## src/rtl/bsig_bufstat_queue.sv

```systemverilog
// Buffer-status completion queue for the RX DMA path.
// Tracks live fill of the current buffer, turns each completed buffer into a
// record in a small FIFO read by the host, raises a coalesced completion
// interrupt (count threshold or timeout) and keeps sticky overflow accounting.
module bsig_bufstat_queue #(
  parameter int MAX_BUSRTS_BITS    = 5,
  parameter int MAX_BUSRTS         = 1 << MAX_BUSRTS_BITS,
  parameter int BUFFER_SIZE_BITS   = 16,
  parameter int MAX_BUFF_SKIP_BITS = 24,
  parameter int DATA_BITS          = 4,
  parameter int QUEUE_BITS         = 3,
  parameter int SEQ_BITS           = 16,
  parameter int TIMER_BITS         = 16,
  localparam int FILLW = BUFFER_SIZE_BITS + MAX_BUSRTS_BITS - DATA_BITS + 1,
  localparam int BURSTW = MAX_BUFF_SKIP_BITS + MAX_BUSRTS,
  localparam int RECW = SEQ_BITS + 1 + BURSTW + FILLW
) (
  input  logic                  clk,
  input  logic                  rst,
  input  logic                  dma_en,
  input  logic                  cfg_irq_en,
  input  logic [QUEUE_BITS:0]   cfg_irq_thresh,
  input  logic [TIMER_BITS-1:0] cfg_irq_timeout,
  input  logic                  cfg_ovf_clr,
  input  logic                  tbuffer_valid,
  input  logic                  tbuffer_last,
  input  logic [FILLW-1:0]      tbuffer_data,
  input  logic                  tburst_valid,
  input  logic                  tburst_last,
  input  logic [BURSTW-1:0]     tburst_data,
  output logic                  m_stat_valid,
  input  logic                  m_stat_ready,
  output logic [RECW-1:0]       m_stat_data,
  output logic [FILLW-1:0]      stat_fill,
  output logic [QUEUE_BITS:0]   stat_pending,
  output logic                  stat_ovf,
  output logic [7:0]            ovf_cnt,
  output logic                  irq
);

  localparam int DEPTH = 1 << QUEUE_BITS;

  typedef enum logic [1:0] {IDLE, ARMED, FIRED} irq_state_t;

  logic [RECW-1:0]       mem [DEPTH];
  logic [QUEUE_BITS-1:0] wr_ptr;
  logic [QUEUE_BITS-1:0] rd_ptr;
  logic [QUEUE_BITS:0]   count;
  logic [SEQ_BITS-1:0]   seq;
  logic                  push;
  logic                  pop;
  logic                  full;
  logic                  wr_en;
  logic                  drop;
  logic [RECW-1:0]       record;
  logic [QUEUE_BITS:0]   eff_thresh;
  logic                  fire;

  irq_state_t            state, state_n;
  logic [TIMER_BITS-1:0] timer, timer_n;
  logic                  irq_n;

  // tburst_valid travels with tburst_*; the record samples tburst_* in the push cycle as-is.
  logic unused_tburst_valid;
  assign unused_tburst_valid = tburst_valid;

  assign push   = dma_en & tbuffer_valid & tbuffer_last;
  assign pop    = m_stat_valid & m_stat_ready;
  assign full   = count[QUEUE_BITS];
  assign wr_en  = push & (~full | pop);
  assign drop   = push & full & ~pop;
  assign record = {seq, tburst_last, tburst_data, tbuffer_data};

  assign m_stat_valid = (count != '0);
  assign m_stat_data  = m_stat_valid ? mem[rd_ptr] : '0;
  assign stat_pending = count;

  // Record storage; no reset needed, reads are gated by the occupancy count.
  always_ff @(posedge clk) begin
    if (wr_en) mem[wr_ptr] <= record;
  end

  // FIFO pointers and occupancy.
  always_ff @(posedge clk) begin
    if (rst) begin
      wr_ptr <= '0;
      rd_ptr <= '0;
      count  <= '0;
    end else begin
      if (wr_en) wr_ptr <= wr_ptr + QUEUE_BITS'(1);
      if (pop)   rd_ptr <= rd_ptr + QUEUE_BITS'(1);
      case ({wr_en, pop})
        2'b10:   count <= count + (QUEUE_BITS+1)'(1);
        2'b01:   count <= count - (QUEUE_BITS+1)'(1);
        default: count <= count;
      endcase
    end
  end

  // Sequence number and live fill; both drop to zero while DMA is disabled.
  always_ff @(posedge clk) begin
    if (rst) begin
      seq       <= '0;
      stat_fill <= '0;
    end else if (!dma_en) begin
      seq       <= '0;
      stat_fill <= '0;
    end else begin
      if (push) begin
        seq       <= seq + SEQ_BITS'(1);
        stat_fill <= '0;
      end else if (tbuffer_valid) begin
        stat_fill <= tbuffer_data;
      end
    end
  end

  // Sticky overflow; a drop in the same cycle as a clear restarts the count at one.
  always_ff @(posedge clk) begin
    if (rst) begin
      stat_ovf <= 1'b0;
      ovf_cnt  <= '0;
    end else if (drop) begin
      stat_ovf <= 1'b1;
      if (cfg_ovf_clr)          ovf_cnt <= 8'd1;
      else if (ovf_cnt != '1)   ovf_cnt <= ovf_cnt + 8'd1;
    end else if (cfg_ovf_clr) begin
      stat_ovf <= 1'b0;
      ovf_cnt  <= '0;
    end
  end

  assign eff_thresh = (cfg_irq_thresh == '0) ? (QUEUE_BITS+1)'(1) : cfg_irq_thresh;
  assign fire = cfg_irq_en &
                ((count >= eff_thresh) |
                 ((cfg_irq_timeout != '0) & (timer >= cfg_irq_timeout)));

  // Interrupt FSM state, coalescing timer and registered irq pulse.
  always_ff @(posedge clk) begin
    if (rst) begin
      state <= IDLE;
      timer <= '0;
      irq   <= 1'b0;
    end else begin
      state <= state_n;
      timer <= timer_n;
      irq   <= irq_n;
    end
  end

  // Interrupt FSM next-state; the pulse fires once per pending episode until a full drain.
  always_comb begin
    state_n = state;
    timer_n = timer;
    irq_n   = 1'b0;
    case (state)
      IDLE: begin
        if (count != '0) begin
          state_n = ARMED;
          timer_n = '0;
        end
      end
      ARMED: begin
        if (count == '0) begin
          state_n = IDLE;
        end else begin
          if (timer != '1) timer_n = timer + TIMER_BITS'(1);
          if (fire) begin
            irq_n   = 1'b1;
            state_n = FIRED;
          end
        end
      end
      FIRED: begin
        if (count == '0) state_n = IDLE;
      end
      default: state_n = IDLE;
    endcase
  end

endmodule
```

## config.mk

```make
export PLATFORM = sky130hd
export DESIGN_NAME = bsig_bufstat_queue
export DESIGN_NICKNAME = d
export VERILOG_FILES = /design/src/rtl/bsig_bufstat_queue.sv
export SDC_FILE = /design/constraint.sdc
export NUM_CORES = 1
export LEC_CHECK = 0
export CORE_MARGIN = 5
export CORE_UTILIZATION = 45
export CTS_CLUSTER_DIAMETER = 40
export DETAILED_ROUTE_END_ITERATION = 10
export PLACE_DENSITY = 0.68
export SYNTH_ARGS = -nofsm -noshare
export SYNTH_HDL_FRONTEND = slang
export SYNTH_SLANG_ARGS = --single-unit
```

## constraint.sdc

```tcl
create_clock -name clk -period 11.7 [get_ports clk]
set_input_delay 1.17 -clock clk [delete_from_list [all_inputs] [get_ports clk]]
set_output_delay 1.17 -clock clk [all_outputs]
set_load 0.01 [all_outputs]
```

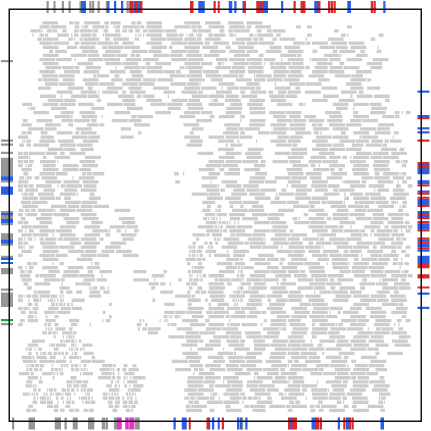
Run 1: ports around the boundary
Scale: 1.5 px per µm. Pins as bars across the die edge, other pins in gray.
color	port	pins	direction	edge
magenta	ovf_cnt	8	output	south
green	irq	1	output	west
red	tburst_data	56	input	23 north, 20 east, 13 south
blue	m_stat_data	91	output	29 north, 29 east, 20 south, 13 west

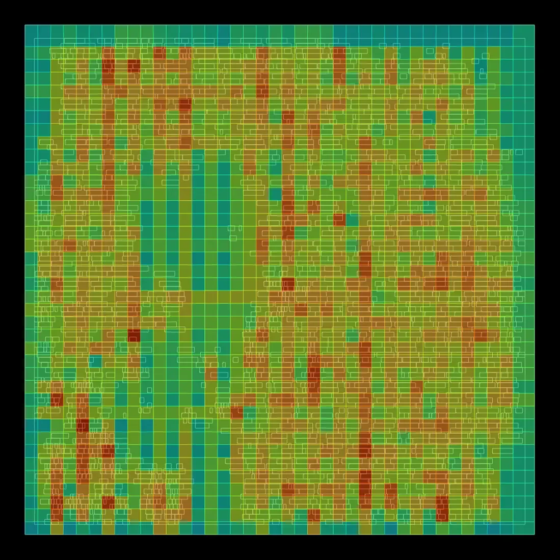
Run 1: track usage over the die
Final Util: 55.7%
gr busiest metal: met2
GRT met3 Usage: 3.24%
M2 GR Usage: 30.5%

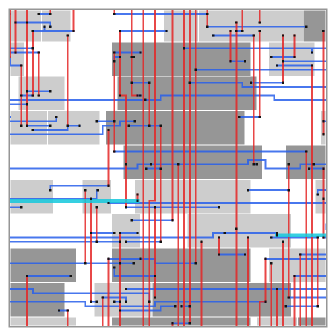
Run 1: close-up of the layout
Window x 124 to 149, y 70 to 95 µm. Cells in gray, sequential cells in the stronger gray; small squares are vias.
color	layer
blue	met1
red	met2
cyan	met3
netlist names of flops here include	mem (6)
most frequent	edfxtp_1 (6), mux4_2 (2), nor3_2 (2)
sequential cells in the window	6
cells with their middle in the window	19

==> job_summary.md, run 1 <==
### Flow metrics

| Metric | Value |
|---|---|
| Type of element launching the critical path | register |
| Static power due to leakage | 12.1 nW |
| Clk pin slew, worst setup/hold paths | 50 ps |
| Minimum setup slack in the final design | 5840 ps |
| Critical path destination | m_stat_data[84] |
| Total global routing overflow | 0 |
| Row Count | 96 |
| Multi-input comb cells | 692 |
| Mean Syn Cell Area | 19.6 µm² |
| Critical path data arrival time | 4690 ps |
| Filler cell count | 5252 |
| Max-area cell class | flip-flops and latches |
| Hold wc startpoint | stat_fill[16]$_SDFFE_PP0P_ |
| Clk power | 0.00325 W |
| Max FFs per register | 728 |
| Fraction of layout instances using a drive strength above 1 | 20.5% |
| Main flop type | sky130_fd_sc_hd__edfxtp_1 |
| Top register by number of flip-flops | mem |
| Post-route clock skew | 19.8 ps |
| Number of instances in the synthesized netlist | 1599 |
| Max incr delay on CP | 910 ps |
| Power share of the clock group | 41.5% |
| I/O pin count | 228 |
| Worst Path Max Fanout | 70 |
| Iteration count of the initial detailed-routing pass | 6 |
| Number of cells in Yosys stat | 1599 |
| Outcome | completed |
| Largest area contributor in the netlist | sky130_fd_sc_hd__edfxtp_1 |
| Remaining number of nets flagged by the antenna check after routing | 0 |
| DRC violation count after routing | 0 |
| Flop pwr share | 40.9% |
| Worst Max-Slew Pin Slew | 1160 ps |
| Worst R2R Setup Slack | 8210 ps |
| Number of sinks handled by clock tree synthesis | 803 |
| Leading registers by flop count | mem: 728 flops, stat_fill: 18 flops |
run 1: critical path, delay by kind of cell, from the launching register on:
| family | cells | cell delay (ps) |
|---|---|---|
| multiplexers | 2 | 760 |
| flip-flops | 1 | 800 |
| AND/OR/NAND/NOR | 1 | 110 |
| buffers and inverters | 3 | 2360 |
run 1: kinds of logic (layout without fill, tap and decap cells):
kind of cell / after synthesis / after routing / share of synthesized area, %
flip-flops: 803 / 803 / 74.6
AND/OR/NAND/NOR: 271 / 271 / 3.99
multiplexers: 294 / 294 / 16.7
XOR/XNOR: 27 / 27 / 0.756
buffers and inverters: 104 / 479 / 1.33
adder cells (fa/ha/maj): 29 / 29 / 1.18
AND-OR/OR-AND: 71 / 71 / 1.43
run 1: per-layer routing:
layer  track usage, %  vias up  share of wire [%]
met5                0        -                  0
met4             4.39        0                1.6
met3             3.24       79                4.8
met2             30.5      363                 51
met1             24.5     8309                 43
li1                 -     7060                  -
run 1: cell usage in the layout, fill, tap and decap left out, drive strengths merged, types with 12 or more instances in the layout:
| cell | count |
|---|---|
| edfxtp | 728 |
| clkdlybuf4s50 | 225 |
| mux4 | 182 |
| nor2 | 151 |
| clkbuf | 116 |
| mux2i | 112 |
| dfxtp | 75 |
| inv | 53 |
| clkinv | 32 |
| nand2 | 31 |
| buf | 30 |
| a21oi | 29 |
| ha | 28 |
| nand3 | 15 |
| o21ai | 15 |
| xor2 | 15 |
| bufinv | 14 |
| nor4 | 14 |
| xnor2 | 12 |
run 1: metrics by stage:
stage          power [W]  instance area [µm²]
2_1_floorplan    0.00408                31300
3_5_place_dp     0.00467                34700
4_1_cts          0.00794                38300
3_3_place_gp     0.00467                34700
6_report         0.00783                38300
5_1_grt          0.00817                38300
==> run 2: changes to the inputs <==
==> constraint.sdc (replaced) <==
create_clock -name clk -period 4.91 [get_ports clk]
set_input_delay 0.491 -clock clk [delete_from_list [all_inputs] [get_ports clk]]
set_output_delay 0.491 -clock clk [all_outputs]
set_load 0.01 [all_outputs]
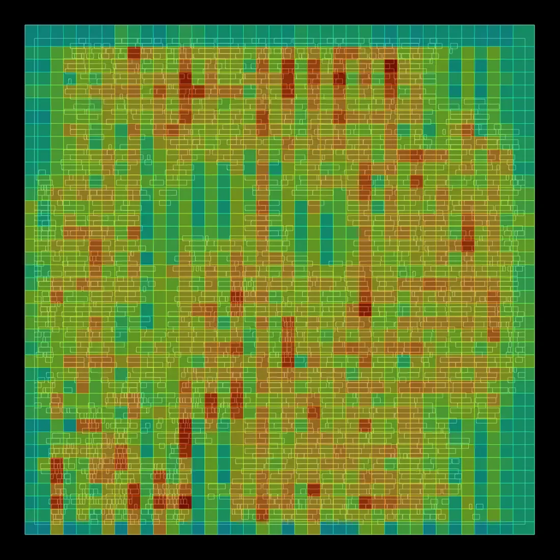
Run 2: track usage over the die
M2 GR Usage: 30.5%
GRT met3 Usage: 3.16%
Final Util: 56.5%

==> run 2 against run 1 <==
Setup slack lost 4800 ps; register-to-register slack worse by 6100 ps; core utilization increased by 0.75 points; critical path depth is 1 lower; critical endpoint is now m_stat_data[83]; highest routed layer is now met5.
==> job_summary.md, run 2 <==
### Flow metrics

| Metric | Value |
|---|---|
| Post-synthesis sequential element count | 803 |
| DRC violation count after routing | 0 |
| Top routing layer in use | met5 |
| Leading registers by flop count | mem: 728 flops, stat_fill: 18 flops |
| Main flop type | sky130_fd_sc_hd__edfxtp_1 |
| Top register by number of flip-flops | mem |
| Netlist area before placement | 31300 µm² |
| Metal1 wirelength | 28.2 mm |
| Worst Path Max Fanout | 58 |
| Filler cell count | 5091 |
| Worst R2R Setup Slack | 2150 ps |
| Number of instances in the synthesized netlist | 1599 |
| Max FFs per register | 728 |
| I/O pin count | 228 |
| Post-synthesis to final-layout area growth | 24.2% |
| Crit path kind | reg2out |
| Critical path destination | m_stat_data[83] |
| Length of routed met3 wiring | 3.39 mm |
| Most numerous logic cell after layout | sky130_fd_sc_hd__edfxtp_1 |
| Total global routing overflow | 0 |
| Dpl cell area | 35000 µm² |
| H-tree Lvls | 3 |
| Number of sinks handled by clock tree synthesis | 803 |
| Multi-input comb cells | 692 |
| Row Count | 96 |
| Commonest cells after routing, fill and taps aside | sky130_fd_sc_hd__edfxtp_1 (728), sky130_fd_sc_hd__clkdlybuf4s50_1 (225), sky130_fd_sc_hd__mux4_2 (182) |
| Yosys warning tally | 0 |
| Type of element launching the critical path | register |
| Share of the synthesized area in the top cell type | 69.8% |
| Area of combinational cells with multiple inputs | 7600 µm² |
| Clk pin slew, worst setup/hold paths | 50 ps |
| Number of cells in Yosys stat | 1599 |
| Outcome | completed |
| Total met2 wirelength after detailed routing | 34.0 mm |
| Mean Syn Cell Area | 19.6 µm² |
| Iteration count of the initial detailed-routing pass | 5 |
| TAP cells | 931 |
| Post-route clock skew | 31.0 ps |
| Worst Max-Slew Pin Slew | 1110 ps |
| Gr busiest metal | met2 |
| Met1 usage | 23.9% |
| Fraction of layout instances using a drive strength above 1 | 20.8% |
| Remaining number of nets flagged by the antenna check after routing | 0 |
| Total power | 0.0191 W |
| Width of the die | 274 µm |
| Max-area cell class | flip-flops and latches |
| Static power due to leakage | 12.3 nW |
| Critical path data arrival time | 3410 ps |
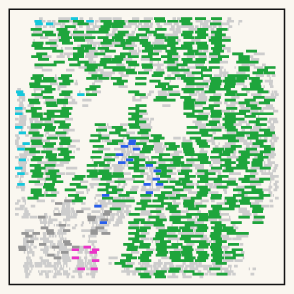
Run 2: sequential cells grouped by signal name
Scale: 1 px per µm.
color	signal	placed flops
cyan	stat_fill	18
magenta	ovf_cnt	8
blue	seq	16
green	mem	728
not colored	33

==> run 2: cell counts after synthesis <==
No cell type changed its count.
==> run 2: logic make-up after synthesis <==
logic type                 Yosys count  share of synthesized area, %
muxes                              294                          16.7
AOI/OAI and AO/OA                   71                          1.43
adders and majority gates           29                          1.18
DFF                                803                          74.6
buffers and inverters              104                          1.33
and+or+nand+nor                    271                          3.99
xor gates and xnor gates            27                         0.756
==> run 2: metrics by stage <==
stage,setup WS (ps),hold slack [ps],instances
2_1_floorplan,-669,469,1599
3_3_place_gp,1240,477,2716
3_5_place_dp,1220,484,2716
4_1_cts,890,429,2917
5_1_grt,764,458,2919
6_report,1010,460,2919
==> run 2: power by group <==
part / switching (W) / internal [W]
logic: 0.00160 / 0.00173
clock network: 0.00299 / 0.00517
registers: 0.000121 / 0.00750
total: 0.00471 / 0.0144
==> run 2: worst min path at each step <==
stage / startpoint / end / slack (ps) / cells after the start
after floorplan: timer[15]$_SDFFE_PP0P_ / timer[15]$_SDFFE_PP0P_ / 470 / 2
after global placement: stat_fill[4]$_SDFFE_PP0P_ / stat_fill[4]$_SDFFE_PP0P_ / 480 / 2
after detailed placement: stat_fill[5]$_SDFFE_PP0P_ / stat_fill[5]$_SDFFE_PP0P_ / 480 / 2
after CTS: tbuffer_valid / seq[1]$_SDFFE_PP0P_ / 430 / 4
after global routing: tbuffer_valid / seq[1]$_SDFFE_PP0P_ / 460 / 4
final: tbuffer_valid / seq[1]$_SDFFE_PP0P_ / 460 / 4
==> run 2: critical path, stage by stage (launching register included) <==
cell	delay, ps
sky130_fd_sc_hd__dfxtp_4	730
sky130_fd_sc_hd__buf_12	450
sky130_fd_sc_hd__mux4_2	580
sky130_fd_sc_hd__mux2i_1	360
sky130_fd_sc_hd__nor2_1	80
sky130_fd_sc_hd__clkdlybuf4s50_1	500
Power figures rest on the tool's default switching activity, not on a simulated workload.
